Figure 1. Signal wires on met3 (run 1).
(2 px per um)
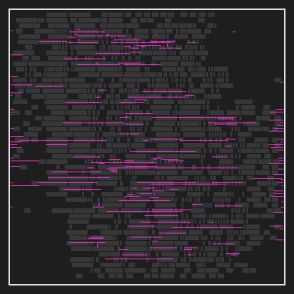
Figure 2. Cell sizes after repair (run 1).
(3 px per um)
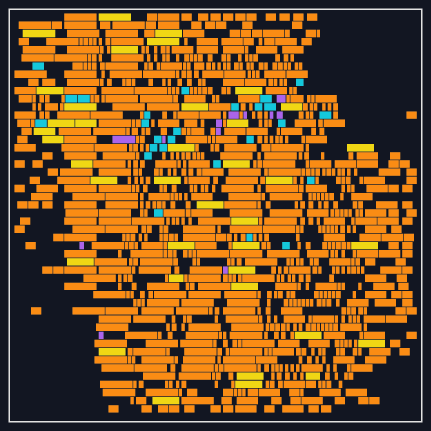
Figure 3. Placed standard cells (run 1).
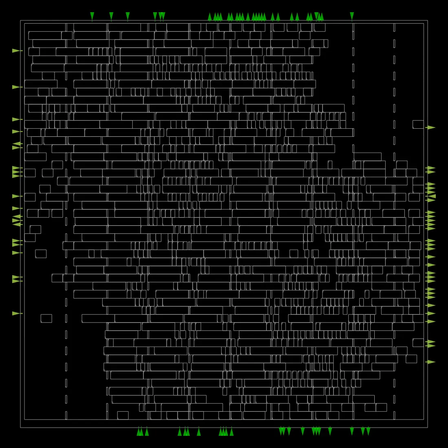
==> config.mk <==
export PLATFORM = sky130hd
export DESIGN_NAME = jk_cmd_issuer
export DESIGN_NICKNAME = d
export VERILOG_FILES = /design/src/rtl/jk_cmd_pkg.sv /design/src/rtl/jk_cmd_fifo.sv /design/src/rtl/jk_cmd_issuer.sv
export SDC_FILE = /design/constraint.sdc
export NUM_CORES = 1
export LEC_CHECK = 0
export ABC_AREA = 1
export CAP_MARGIN = 5
export CORE_UTILIZATION = 50
export CTS_CLUSTER_DIAMETER = 200
export DETAILED_ROUTE_END_ITERATION = 7
export PLACE_DENSITY = 0.75
export SLEW_MARGIN = 25
export SYNTH_ARGS = -nofsm -noshare
export SYNTH_HDL_FRONTEND = slang
export SYNTH_SLANG_ARGS = --single-unit
==> constraint.sdc <==
create_clock -name clk -period 2.4 [get_ports clk]
set_clock_uncertainty 0.05 [all_clocks]
set_input_delay 0.36 -clock clk [delete_from_list [all_inputs] [get_ports clk]]
set_output_delay 0.36 -clock clk [all_outputs]
set_load 0.005 [all_outputs]
==> results.yml, run 1 <==
# physical design summary
drt:
  first_pass_iters: 5
  first_iter_violations: 568
  final_antenna_net_count: 0
  drt-vias-per-instance: 5.10
  top_layer_used: "met4"
  route.layer.met1.wl_um: 8920
  drt_drc_violations_left: 0
  post_drt_wl_per_cell_um: 15.6
logic_synthesis:
  synth_warnings: 0
  ys_seq_frac: 0.683
  yosysChipArea_um2: 9110
  syn_inst: 884
  synth_area_um2: 9110
  synthesis.nets: 929
  synthesis.area_per_instance_um2: 10.3
  synth.ff_latch_count: 243
worst_setup_path:
  largest_fanout_on_the_critical_path: 4
  critPathCaptureType: "output port"
  worst_path_largest_cell_delay_ns: 0.50
  cp-start-kind: "register"
  regToRegSetupSlack_ns: 0.30
  worst_ep_required_time_ns: 1.99
  cp_slowest_cell: "sky130_fd_sc_hd__clkdlybuf4s50_1"
  worst-setup-path-type: "register to output port"
cells_and_area:
  drive_above_1_share: 0.0757
  largest_register_ff_count: 136
  insertedDiodeCount: 0
  mi_logic_area_um2: 2420
  sequential_cell_area_um2: 6230
cts:
  holdBufCountCts: 0
  clock_sinks: 243
run_status:
  run_status: "completed"
place:
  port-buffer-count: 102
  gp_congestion: 0.791
  half_perimeter_wire_length_after_placement_um: 12500
floorplanning:
  boundaryPins: 103
  initCoreUtil: 0.509
  die_h_um: 137
  num_rows: 49
timing:
  timing.final.max_slew_violations: 0
  finalHoldViolations: 0
  min_period_ns: 2.14
  clock.fmax_mhz: 467
  rsz0062_at_grt: "false"
grt:
  grt_util_met2: 0.314
  grt_most_used_layer: "met1"
  grt_first_pass_wirelength_um: 30000
  grt_pass1_vias: 5672
About Figure 1:
The longest straight run is 63.9 um. The layer carries 1650 um of wire. 121 nets have wire on it. The layer holds 8.5% of the routed length.
met3 demand-to-capacity share in global routing: 0.0333
final wirelength: 19300 um
vias after detailed routing: 6283

About Figure 2:
Purple marks drive 2, cells 12, share 1.2%. Orange marks drive 1 or less, cells 928, share 92%. Cyan marks drive 3 to 4, cells 26, share 2.6%. Yellow marks drive 6 and up, cells 38, share 3.8%.
final critical-path setup slack: 0.261 ns
Area growth, synth to finish: 23.3%
non-clock buffer total of the final layout: 122

About Figure 3:
standard cell core area: 17900 um^2
Layout fillers: 1384
final non-filler cell total: 1233

## run 1: cells by family (layout without fill, tap and decap cells)
group	after synthesis	count (layout)	synth area share
compound gates	81	81	0.0450
xor+xnor	1	1	0.000961
fa+ha+maj	8	8	0.0118
buf+inv	97	217	0.0545
flops	243	243	0.683
simple gates	454	454	0.205
## run 1: area by class of cell
class                           count  share of cell area
Inverter                           51              0.0173
Multi-Input combinational cell    544               0.216
Sequential cell                   243               0.554
Clock buffer                       30              0.0610
Timing Repair Buffer              122               0.111
Tap cell                          229              0.0255
Clock inverter                     14              0.0158
## run 1: synth_stat cells, drive strengths merged
library cell,instances,share of area
ha,7,0.0096
xor2,1,0.00096
buf,40,0.031
nand3,100,0.055
inv,51,0.021
nor3,1,0.00055
edfxtp,136,0.45
fa,1,0.0022
nand2,272,0.11
nor2,80,0.035
and2,1,0.00069
o21ai,9,0.0049
clkbuf,6,0.0025
o22ai,1,0.00069
dfxtp,107,0.24
a21oi,71,0.039
## run 1: through the flow
stage,cell area (um^2),setup WS (ns),hold WS [ns],cells,utilization
floorplan,9110,-0.226,0.393,884,-
global placement,10400,0.398,0.405,1189,0.580
detailed placement,10400,0.352,0.403,1189,0.580
CTS,11200,0.238,0.414,1233,0.628
global route,11200,0.120,0.425,1233,0.628
finish,11200,0.261,0.417,1233,0.628
## run 1: critical path, delay by kind of cell, from the launching register on
kind | cells | cell delay [ns]
buffers and inverters | 2 | 0.56
DFF | 1 | 0.40
and+or+nand+nor | 3 | 0.25
## run 1: power breakdown
group | internal [mW] | switching [mW]
clock | 2.46 | 1.52
sequential | 5.41 | 0.385
combinational | 2.07 | 3.28
==> run 2: changes to the inputs <==
--- a/config.mk
+++ b/config.mk
@@ -9,2 +9,3 @@
 export CAP_MARGIN = 5
+export CORE_ASPECT_RATIO = 0.75
 export CORE_UTILIZATION = 50
--- a/constraint.sdc
+++ b/constraint.sdc
@@ -4,2 +4,2 @@
 set_output_delay 0.36 -clock clk [all_outputs]
-set_load 0.005 [all_outputs]
+set_load 0.05 [all_outputs]
Figure 4. Placement by cell class (run 2).
(3 px per um)
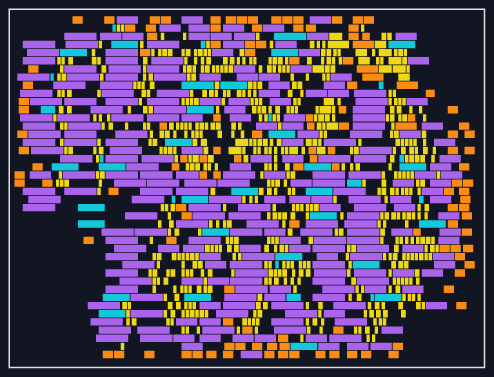
Orange marks other buffers and delay cells, cells 126. Purple marks flops, cells 243. Yellow marks all other logic, cells 595. Cyan marks clock drivers and dummy loads, cells 43.
summed area of non-filler cells in the final layout: 11200 um^2
Row Count: 42
sequential fraction of total cell area: 0.554

Figure 5. Placed standard cells (run 2).
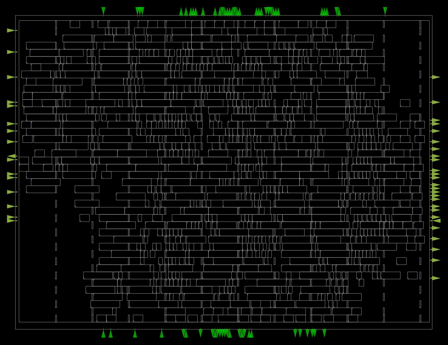
core utilization of the finished layout: 0.633
tap cell instance count: 242
sequential cell count: 243
standard cell core area: 17800 um^2
Layout fillers: 1413

==> run 2 against run 1 <==
Non-clock buffer count up 4. Cell count up 1.5%. Count of clock-buffer cells in the layout up 6. Flip-flop count unchanged.
==> results.yml, run 2 <==
# physical design summary
run_status:
  run_status: "completed"
logic_synthesis:
  ao_oa_area_frac: 0.0450
  synth_warnings: 0
  syn_inst: 884
  synthMostInstantiatedCell: "sky130_fd_sc_hd__nand2_1"
  dominantRegCellSynth: "sky130_fd_sc_hd__edfxtp_1"
  yosys-top-cells-count: "270 x sky130_fd_sc_hd__nand2_1, 136 x sky130_fd_sc_hd__edfxtp_1, 107 x sky130_fd_sc_hd__dfxtp_1"
  yosysChipArea_um2: 9110
  synthesis.nets: 929
  synth-edff-count: 136
floorplanning:
  initCoreUtil: 0.513
  boundaryPins: 103
  die_h_um: 119
cells_and_area:
  largest_register_ff_count: 136
  final-instance-count-excl-fill: 1251
  mi_logic_area_um2: 2420
  area_delta_synth_final_pct: 23.3
worst_setup_path:
  regToRegSetupSlack_ns: 0.26
  worst-setup-path-type: "register to output port"
  cp_slowest_cell: "sky130_fd_sc_hd__clkdlybuf4s50_1"
  critPathTopFamily: "buffers and inverters"
  largest_fanout_on_the_critical_path: 4
drt:
  top_layer_used: "met5"
  first_pass_iters: 5
  final_antenna_net_count: 0
  detailroute.via_count: 6332
  drt-vias-per-instance: 5.06
place:
  port-buffer-count: 102
  place_inst: 1206
grt:
  grt_first_pass_wirelength_um: 31800
  grt_pass1_vias: 5944
  grt.met3_usage: 0.0539
timing:
  rsz0062_at_grt: "false"
  min_period_ns: 2.31
Figure 6. Sequential cells grouped by signal name (run 2).
(2 px per um) Other sequential cells in the stronger gray, the rest of the logic in the fainter gray.
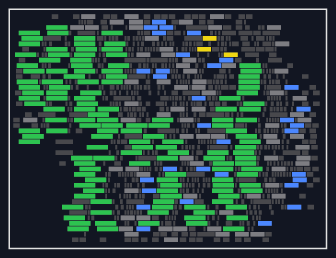
Blue marks `K`, sequential cells 32. Green marks `u_fifo.mem_r`, sequential cells 136, where widely spread. Yellow marks `u_fifo.count_r`, sequential cells 3.
Another 72 sequential cells are not colored.
Sequential Power: 5.83 mW
register area: 6230 um^2

## run 2: netlist changes by cell type in the layout (fill, tap and decap cells not counted), moves of 2 or more
| cell | change |
|---|---|
| sky130_fd_sc_hd__buf_4 | +5 |
| sky130_fd_sc_hd__clkbuf_1 | +4 |
| sky130_fd_sc_hd__bufinv_16 | -2 |
| sky130_fd_sc_hd__clkinvlp_4 | -2 |
| sky130_fd_sc_hd__diode_2 | +2 |
## run 2: cell type report
class / count / area share
antenna: 2 / 0.000445
clock buffer: 36 / 0.0658
clock inverter: 7 / 0.00746
inverter: 51 / 0.0173
multi-input combinational: 544 / 0.216
sequential: 243 / 0.554
tap: 242 / 0.0269
timing repair buffer: 126 / 0.112
## run 2: logic make-up after synthesis
family	after synthesis
xor+xnor	1
fa+ha+maj	8
buf+inv	97
simple gates	454
compound gates	81
flops	243
## run 2: repair_timing
item / 4_1_cts / 5_1_grt
resized: 1 / 0
hold buffers: 0 / 0
endpoints found under the setup margin: 1 / 0
## run 2: where the power goes
group | switching, mW | internal (mW) | leakage (nW)
Clock | 1.48 | 2.34 | 0.407
Sequential | 0.413 | 5.41 | 2.12
Combinational | 4.83 | 2.06 | 1.83
## run 2: metrics by stage
stage          TNS (ns)  utilization  power (mW)  worst slack, ns
2_1_floorplan    -17.90            -        10.8           -0.132
5_1_grt               0        0.632        17.4           0.0291
3_5_place_dp          0        0.586        12.7            0.296
3_3_place_gp          0        0.586        12.6            0.405
4_1_cts               0        0.632        16.6           0.0701
6_report              0        0.633        16.5           0.0892
## run 2: worst min-delay path, stage by stage, from the launching register on
cell and delay [ns]:
sky130_fd_sc_hd__dfxtp_1 0.31, sky130_fd_sc_hd__nand2_1 0.06, sky130_fd_sc_hd__a21oi_1 0.05
Power is estimated from default activity; no workload was simulated.
